===== config.mk =====
export PLATFORM = sky130hd
export DESIGN_NAME = vga_timing_gen_flat
export DESIGN_NICKNAME = d
export VERILOG_FILES = /design/src/rtl/vga_pkg.sv /design/src/rtl/vga_timing_if.sv /design/src/rtl/vga_sync_delay.sv /design/src/rtl/vga_timing_gen.sv /design/src/flat_wrapper.sv
export SDC_FILE = /design/constraint.sdc
export NUM_CORES = 1
export LEC_CHECK = 0
export CORE_AREA = 2 2 83 85
export CTS_CLUSTER_DIAMETER = 50
export DETAILED_ROUTE_END_ITERATION = 10
export DIE_AREA = 0 0 85 87
export PLACE_DENSITY = 0.65
export SLEW_MARGIN = 10
export SYNTH_ARGS = -nofsm -noshare
export SYNTH_HDL_FRONTEND = slang
export SYNTH_HIERARCHICAL = 1
export SYNTH_SLANG_ARGS = --single-unit

===== constraint.sdc =====
create_clock -name i_clk -period 2.49 [get_ports i_clk]
set_clock_uncertainty 0.2 [all_clocks]
set_input_delay 0.249 -clock i_clk [delete_from_list [all_inputs] [get_ports i_clk]]
set_output_delay 0.249 -clock i_clk [all_outputs]
set_load 0.02 [all_outputs]

===== src/rtl/vga_pkg.sv =====
// Shared VGA 640x480 @ 60 Hz timing constants and flag types.
// Sprite address generators import this package too.
package vga_pkg;

    localparam int VGA_H_ACTIVE = 640;
    localparam int VGA_H_FP     = 16;
    localparam int VGA_H_SYNC   = 96;
    localparam int VGA_H_BP     = 48;
    localparam int VGA_V_ACTIVE = 480;
    localparam int VGA_V_FP     = 10;
    localparam int VGA_V_SYNC   = 2;
    localparam int VGA_V_BP     = 33;

    localparam int VGA_H_TOTAL  = VGA_H_ACTIVE + VGA_H_FP + VGA_H_SYNC + VGA_H_BP;
    localparam int VGA_V_TOTAL  = VGA_V_ACTIVE + VGA_V_FP + VGA_V_SYNC + VGA_V_BP;

    localparam int VGA_HS_START = VGA_H_ACTIVE + VGA_H_FP;
    localparam int VGA_HS_END   = VGA_HS_START + VGA_H_SYNC - 1;
    localparam int VGA_VS_START = VGA_V_ACTIVE + VGA_V_FP;
    localparam int VGA_VS_END   = VGA_VS_START + VGA_V_SYNC - 1;

    localparam int VGA_CNT_W    = 10;
    localparam int VGA_CLK_DIV  = 4;
    localparam int VGA_SYNC_DLY = 2;

    typedef struct packed {
        logic hs;
        logic vs;
        logic aactive;
    } vga_flags_t;

    // Sync outputs idle high, active area idle low.
    localparam vga_flags_t VGA_FLAGS_RST = '{hs: 1'b1, vs: 1'b1, aactive: 1'b0};

    function automatic logic in_range(input logic [VGA_CNT_W-1:0] v, input int lo, input int hi);
        return (int'(v) >= lo) && (int'(v) <= hi);
    endfunction

endpackage


===== src/rtl/vga_timing_if.sv =====
// Raster timing bundle from the timing generator to the sprite/colour path.
interface vga_timing_if;
    import vga_pkg::*;

    logic                 o_pix_stb;
    logic [VGA_CNT_W-1:0] o_xx;
    logic [VGA_CNT_W-1:0] o_yy;
    logic                 o_aactive;
    logic                 o_hs;
    logic                 o_vs;
    logic                 o_aactive_d;
    logic                 o_hs_d;
    logic                 o_vs_d;
    logic                 o_frame;
    logic                 o_animate;

    modport master (
        output o_pix_stb, o_xx, o_yy, o_aactive, o_hs, o_vs,
               o_aactive_d, o_hs_d, o_vs_d, o_frame, o_animate
    );

    modport slave (
        input  o_pix_stb, o_xx, o_yy, o_aactive, o_hs, o_vs,
               o_aactive_d, o_hs_d, o_vs_d, o_frame, o_animate
    );

endinterface


===== src/rtl/vga_sync_delay.sv =====
// DEPTH-stage shift register with a per-bit reset pattern; shifts every clock
// so the flags line up with the sprite ROM read latency.
module vga_sync_delay #(
    parameter int             DEPTH   = 2,
    parameter int             W       = 3,
    parameter logic [W-1:0]   RST_VAL = '0
) (
    input  logic         i_clk,
    input  logic         i_rst,
    input  logic [W-1:0] d_i,
    output logic [W-1:0] q_o
);

    logic [DEPTH-1:0][W-1:0] dly_q;

    always_ff @(posedge i_clk or negedge i_rst) begin
        if (!i_rst) begin
            dly_q <= {DEPTH{RST_VAL}};
        end else begin
            dly_q[0] <= d_i;
            for (int i = 1; i < DEPTH; i++) begin
                dly_q[i] <= dly_q[i-1];
            end
        end
    end

    assign q_o = dly_q[DEPTH-1];

endmodule


===== src/rtl/vga_timing_gen.sv =====
// VGA raster timing: pixel-clock divider, x/y counters, sync/active decode
// and frame/animate pulses, plus delayed flag copies for the sprite pipeline.
module vga_timing_gen
    import vga_pkg::*;
#(
    parameter int H_ACTIVE = VGA_H_ACTIVE,
    parameter int H_FP     = VGA_H_FP,
    parameter int H_SYNC   = VGA_H_SYNC,
    parameter int H_BP     = VGA_H_BP,
    parameter int V_ACTIVE = VGA_V_ACTIVE,
    parameter int V_FP     = VGA_V_FP,
    parameter int V_SYNC   = VGA_V_SYNC,
    parameter int V_BP     = VGA_V_BP,
    parameter int CLK_DIV  = VGA_CLK_DIV,
    parameter int SYNC_DLY = VGA_SYNC_DLY
) (
    input  logic         i_clk,
    input  logic         i_rst,
    vga_timing_if.master vga
);

    localparam int H_TOTAL  = H_ACTIVE + H_FP + H_SYNC + H_BP;
    localparam int V_TOTAL  = V_ACTIVE + V_FP + V_SYNC + V_BP;
    localparam int HS_START = H_ACTIVE + H_FP;
    localparam int HS_END   = HS_START + H_SYNC - 1;
    localparam int VS_START = V_ACTIVE + V_FP;
    localparam int VS_END   = VS_START + V_SYNC - 1;
    localparam int DIV_W    = (CLK_DIV > 1) ? $clog2(CLK_DIV) : 1;

    localparam logic [DIV_W-1:0]     DIV_LAST = DIV_W'(CLK_DIV - 1);
    localparam logic [VGA_CNT_W-1:0] X_LAST   = VGA_CNT_W'(H_TOTAL - 1);
    localparam logic [VGA_CNT_W-1:0] Y_LAST   = VGA_CNT_W'(V_TOTAL - 1);

    logic [DIV_W-1:0]     div_q, div_d;
    logic                 tick;
    logic [VGA_CNT_W-1:0] xx_q, xx_d;
    logic [VGA_CNT_W-1:0] yy_q, yy_d;
    vga_flags_t           flags_q, flags_d, flags_dly;
    logic                 stb_q;
    logic                 frame_q, frame_d;
    logic                 anim_q, anim_d;

    // Flags are decoded from the next counter values so that, once registered,
    // they describe the same pixel the counters show.
    always_comb begin
        tick   = (div_q == DIV_LAST);
        div_d  = tick ? '0 : div_q + 1'b1;
        xx_d   = (xx_q == X_LAST) ? '0 : xx_q + 1'b1;
        yy_d   = yy_q;
        if (xx_q == X_LAST) begin
            yy_d = (yy_q == Y_LAST) ? '0 : yy_q + 1'b1;
        end
        flags_d.aactive = (int'(xx_d) < H_ACTIVE) && (int'(yy_d) < V_ACTIVE);
        flags_d.hs      = !in_range(xx_d, HS_START, HS_END);
        flags_d.vs      = !in_range(yy_d, VS_START, VS_END);
        frame_d = tick && (xx_d == '0) && (yy_d == '0);
        anim_d  = tick && (int'(xx_d) == H_ACTIVE) && (int'(yy_d) == V_ACTIVE - 1);
    end

    always_ff @(posedge i_clk or negedge i_rst) begin
        if (!i_rst) begin
            div_q   <= '0;
            stb_q   <= 1'b0;
            xx_q    <= X_LAST;
            yy_q    <= Y_LAST;
            flags_q <= VGA_FLAGS_RST;
            frame_q <= 1'b0;
            anim_q  <= 1'b0;
        end else begin
            div_q   <= div_d;
            stb_q   <= tick;
            frame_q <= frame_d;
            anim_q  <= anim_d;
            if (tick) begin
                xx_q    <= xx_d;
                yy_q    <= yy_d;
                flags_q <= flags_d;
            end
        end
    end

    vga_sync_delay #(
        .DEPTH   (SYNC_DLY),
        .W       (3),
        .RST_VAL (VGA_FLAGS_RST)
    ) u_sync_dly (
        .i_clk (i_clk),
        .i_rst (i_rst),
        .d_i   (flags_q),
        .q_o   (flags_dly)
    );

    assign vga.o_pix_stb   = stb_q;
    assign vga.o_xx        = xx_q;
    assign vga.o_yy        = yy_q;
    assign vga.o_aactive   = flags_q.aactive;
    assign vga.o_hs        = flags_q.hs;
    assign vga.o_vs        = flags_q.vs;
    assign vga.o_aactive_d = flags_dly.aactive;
    assign vga.o_hs_d      = flags_dly.hs;
    assign vga.o_vs_d      = flags_dly.vs;
    assign vga.o_frame     = frame_q;
    assign vga.o_animate   = anim_q;

endmodule


===== src/flat_wrapper.sv =====
// flat-port wrapper written by rule: the top's interface ports become plain ports
module vga_timing_gen_flat import vga_pkg::*;
#(
    parameter int H_ACTIVE = VGA_H_ACTIVE,
    parameter int H_FP     = VGA_H_FP,
    parameter int H_SYNC   = VGA_H_SYNC,
    parameter int H_BP     = VGA_H_BP,
    parameter int V_ACTIVE = VGA_V_ACTIVE,
    parameter int V_FP     = VGA_V_FP,
    parameter int V_SYNC   = VGA_V_SYNC,
    parameter int V_BP     = VGA_V_BP,
    parameter int CLK_DIV  = VGA_CLK_DIV,
    parameter int SYNC_DLY = VGA_SYNC_DLY
)
  (i_clk, i_rst, vga_o_pix_stb, vga_o_xx, vga_o_yy, vga_o_aactive, vga_o_hs, vga_o_vs, vga_o_aactive_d, vga_o_hs_d, vga_o_vs_d, vga_o_frame, vga_o_animate);
  vga_timing_if vga_i ();
  input  logic i_clk;
  input  logic i_rst;
  output wire logic [$bits(vga_i.o_pix_stb)-1:0] vga_o_pix_stb;
  output wire logic [$bits(vga_i.o_xx)-1:0] vga_o_xx;
  output wire logic [$bits(vga_i.o_yy)-1:0] vga_o_yy;
  output wire logic [$bits(vga_i.o_aactive)-1:0] vga_o_aactive;
  output wire logic [$bits(vga_i.o_hs)-1:0] vga_o_hs;
  output wire logic [$bits(vga_i.o_vs)-1:0] vga_o_vs;
  output wire logic [$bits(vga_i.o_aactive_d)-1:0] vga_o_aactive_d;
  output wire logic [$bits(vga_i.o_hs_d)-1:0] vga_o_hs_d;
  output wire logic [$bits(vga_i.o_vs_d)-1:0] vga_o_vs_d;
  output wire logic [$bits(vga_i.o_frame)-1:0] vga_o_frame;
  output wire logic [$bits(vga_i.o_animate)-1:0] vga_o_animate;
  assign vga_o_pix_stb = vga_i.o_pix_stb;
  assign vga_o_xx = vga_i.o_xx;
  assign vga_o_yy = vga_i.o_yy;
  assign vga_o_aactive = vga_i.o_aactive;
  assign vga_o_hs = vga_i.o_hs;
  assign vga_o_vs = vga_i.o_vs;
  assign vga_o_aactive_d = vga_i.o_aactive_d;
  assign vga_o_hs_d = vga_i.o_hs_d;
  assign vga_o_vs_d = vga_i.o_vs_d;
  assign vga_o_frame = vga_i.o_frame;
  assign vga_o_animate = vga_i.o_animate;
  vga_timing_gen #(.H_ACTIVE(H_ACTIVE), .H_FP(H_FP), .H_SYNC(H_SYNC), .H_BP(H_BP), .V_ACTIVE(V_ACTIVE), .V_FP(V_FP), .V_SYNC(V_SYNC), .V_BP(V_BP), .CLK_DIV(CLK_DIV), .SYNC_DLY(SYNC_DLY)) u_core (.i_clk(i_clk), .i_rst(i_rst), .vga(vga_i));
endmodule

### Clock network drawn from the DEF

Scale: 6 px per um.
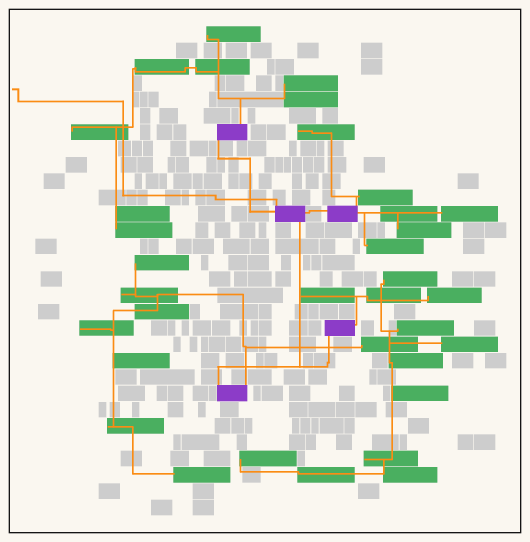
Key: clock wires = orange [length 506 um]; clock drivers = purple [count 5]; flip-flops = green [count 34]
There are 6 routed clock nets.
P_clk: 0.623 mW
clock network power share: 0.524

### I/O nets highlighted

Scale: 4 px per um.
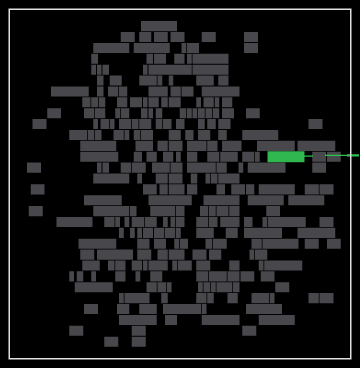
Key: vga_o_animate = green [direction output, edge right, end cells 1, buffers 1, wire 8.50 um]

### Placement by cell class

Scale: 4 px per um. Fill, decap, tap and diode cells in grey.
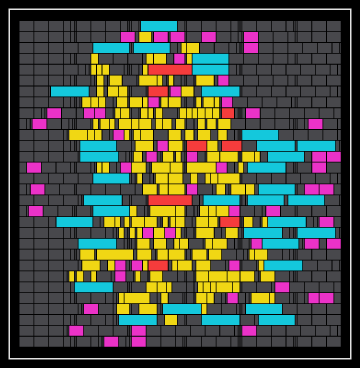
Key: clock drivers and dummy loads = red [cells 8, share of their area 5.1%]; combinational and other logic = yellow [cells 171, share of their area 45%]; flops = cyan [cells 34, share of their area 32%]; other buffers and delay cells = magenta [cells 54, share of their area 18%]

==> results.sh <==
# implementation run metrics
export IMPL_syn_cell_area_mm2=0.00220
export IMPL_grt_util_all_layers=0.147
export IMPL_hpwl_mm=3.69
export IMPL_clkLatencyLatePin_ps=300
export IMPL_layout_top_cell="clkdlybuf4s50_1"
export IMPL_top_cell_area_share=0.205
export IMPL_max_freq_mhz=413
export IMPL_antenna_found_initial=0
export IMPL_cap_violations=0
export IMPL_layout_nets=274
export IMPL_synthFlopType="dfrtp_1"
export IMPL_vias=1815
export IMPL_dr_pass1_iters=4
export IMPL_cp_top_family="simple AND/OR/NAND/NOR gates"
export IMPL_tritoncts="done"
export IMPL_h_tree_depth=2
export IMPL_nFillCells=638
export IMPL_routed_wl_mm=5.25
export IMPL_synthArstFlopShare=1.00
export IMPL_port_buffers=30
export IMPL_initial_utilization=0.334
export IMPL_largest_area_cell="dfrtp_1"
export IMPL_core_mm2=0.00657
export IMPL_clock_sinks=34
export IMPL_total_power_mw=1.19
export IMPL_wl_per_cell_um=15.1
export IMPL_cts_buffers=5
export IMPL_slew_headroom=0.710
export IMPL_postCtsSetupRepairBufs=0
export IMPL_antennaDiodeCount=0
export IMPL_initialDrtViolationCount=176
export IMPL_grt_pass1_vias=1714
export IMPL_vdd_drop_max_uv=249
export IMPL_crit_path_cell_trace="nand3_4 -> or4_1 -> a31oi_2 -> or3b_1 -> nor3b_2"
export IMPL_edf_count=0
export IMPL_drive_gt1_frac=0.262
export IMPL_grt_max_degree=35
export IMPL_ys_cells=227
export IMPL_crit_buf_inv=0
export IMPL_stdcell_count=347
export IMPL_overflow=0
export IMPL_core_rowCount=30
export IMPL_drv_slew=0
export IMPL_power_leakage_nw=1.11
export IMPL_layout_min_cycle_time_ps=2420
export IMPL_fin_crit_sh=0.973
export IMPL_fp_dieW_um=85
export IMPL_path_class="reg2reg"
export IMPL_dieHeight_um=87
export IMPL_yosysWarnings=6
export IMPL_required_ps=2500
export IMPL_grt_pass1_wl_mm=8.72
export IMPL_ys_flops=34
export IMPL_critical_path_arrival_ps=2430
export IMPL_setup_viol=0
export IMPL_clock_tree_buffer_depth=2
export IMPL_die_area_mm2=0.00740
export IMPL_syn_avg_cell_area_um2=9.67
export IMPL_run_status="complete, no violations"
==> Yosys cell counts, drive strengths merged, types with 3 or more instances <==
library cell and count:
nand4 7, dfstp 16, inv 5, buf 14
o21ai 9, nor2 19, clkbuf 8, a21oi 7
nand2 23, ha 6, nand3 16, a31oi 5
nand3b 3, and3 8, and4 4, xnor2 12
nor4 3, xor2 7, dfrtp 18, nor3 7
==> report_power, final <==
part	internal, mW	total (mW)	switching, mW
Clock	0.401	0.623	0.222
Sequential	0.553	0.553	0
Combinational	0.00240	0.0130	0.0106
==> metal layers <==
layer | wire, um | global-route usage
met5 | 0 | 0
met2 | 2380 | 0.225
met4 | 49 | 0.0404
met3 | 276 | 0.0294
met1 | 2540 | 0.211
==> state kept, by name, indices dropped and copies added (netlist names), 2 cells and up <==
| register | cells |
|---|---|
| u_core/u_sync_dly/q_o | 3 |
| u_core/vga.o_yy | 10 |
| u_core/u_sync_dly/dly_q | 3 |
| u_core/div_q | 2 |
| u_core/vga.o_xx | 10 |
==> kinds of logic after synthesis <==
family          share of synthesized area
buf+inv                            0.0815
compound gates                      0.120
flops                               0.397
mux                               0.00912
fa+ha+maj                          0.0342
xor+xnor                           0.0758
simple gates                        0.283
==> timing repair <==
item / in CTS / in global routing
hold buffers: 0 / 0
setup endpoints to repair: 0 / 2
gates resized: 0 / 6
==> area by class of cell <==
type | count | area, um^2 | share of cell area
clock buffer | 5 | 68.8 | 0.0247
clock inverter | 3 | 68.8 | 0.0247
inverter | 5 | 18.8 | 0.00673
multi-input combinational | 166 | 1180 | 0.424
sequential | 34 | 871 | 0.312
tap | 80 | 100 | 0.0359
timing repair buffer | 54 | 480 | 0.172
==> stage by stage <==
step / TNS (ps) / hold slack (ps) / worst slack [ps] / util
after global placement: 0 / 136 / 98.2 / 0.400
final: 0 / 152 / 66.4 / 0.425
after floorplan: 0 / -247 / 4.15 / -
after global routing: -9.87 / 159 / -9.87 / 0.425
after CTS: 0 / 155 / 15.1 / 0.421
after detailed placement: 0 / 136 / 53.5 / 0.400
==> final timing paths <==
path                       slack [ps]                            endpoint  cells after the start                                  from
setup / recovery                   70      u_core/vga.o_animate$_DFF_PN0_                      5        u_core/vga.o_xx[3]$_DFFE_PN1P_
hold / removal                    150  u_core/u_sync_dly/q_o[0]$_DFF_PN0_                      0  u_core/u_sync_dly/dly_q[0]$_DFF_PN0_
setup reg to reg                   70      u_core/vga.o_animate$_DFF_PN0_                      5        u_core/vga.o_xx[3]$_DFFE_PN1P_
hold reg to reg                   150  u_core/u_sync_dly/q_o[0]$_DFF_PN0_                      0  u_core/u_sync_dly/dly_q[0]$_DFF_PN0_
max in group asynchronous        1580      u_core/vga.o_yy[9]$_DFFE_PN1P_                      2                                 i_rst
min in group asynchronous         160      u_core/vga.o_pix_stb$_DFF_PN0_                      2                                 i_rst
==> worst register-to-register path, delay by kind of cell (launching register included) <==
kind	cells	cell delay, ps
AND-OR/OR-AND	1	240
flip-flops	1	630
AND/OR/NAND/NOR	4	1250
Power figures rest on the tool's default switching activity, not on a simulated workload.
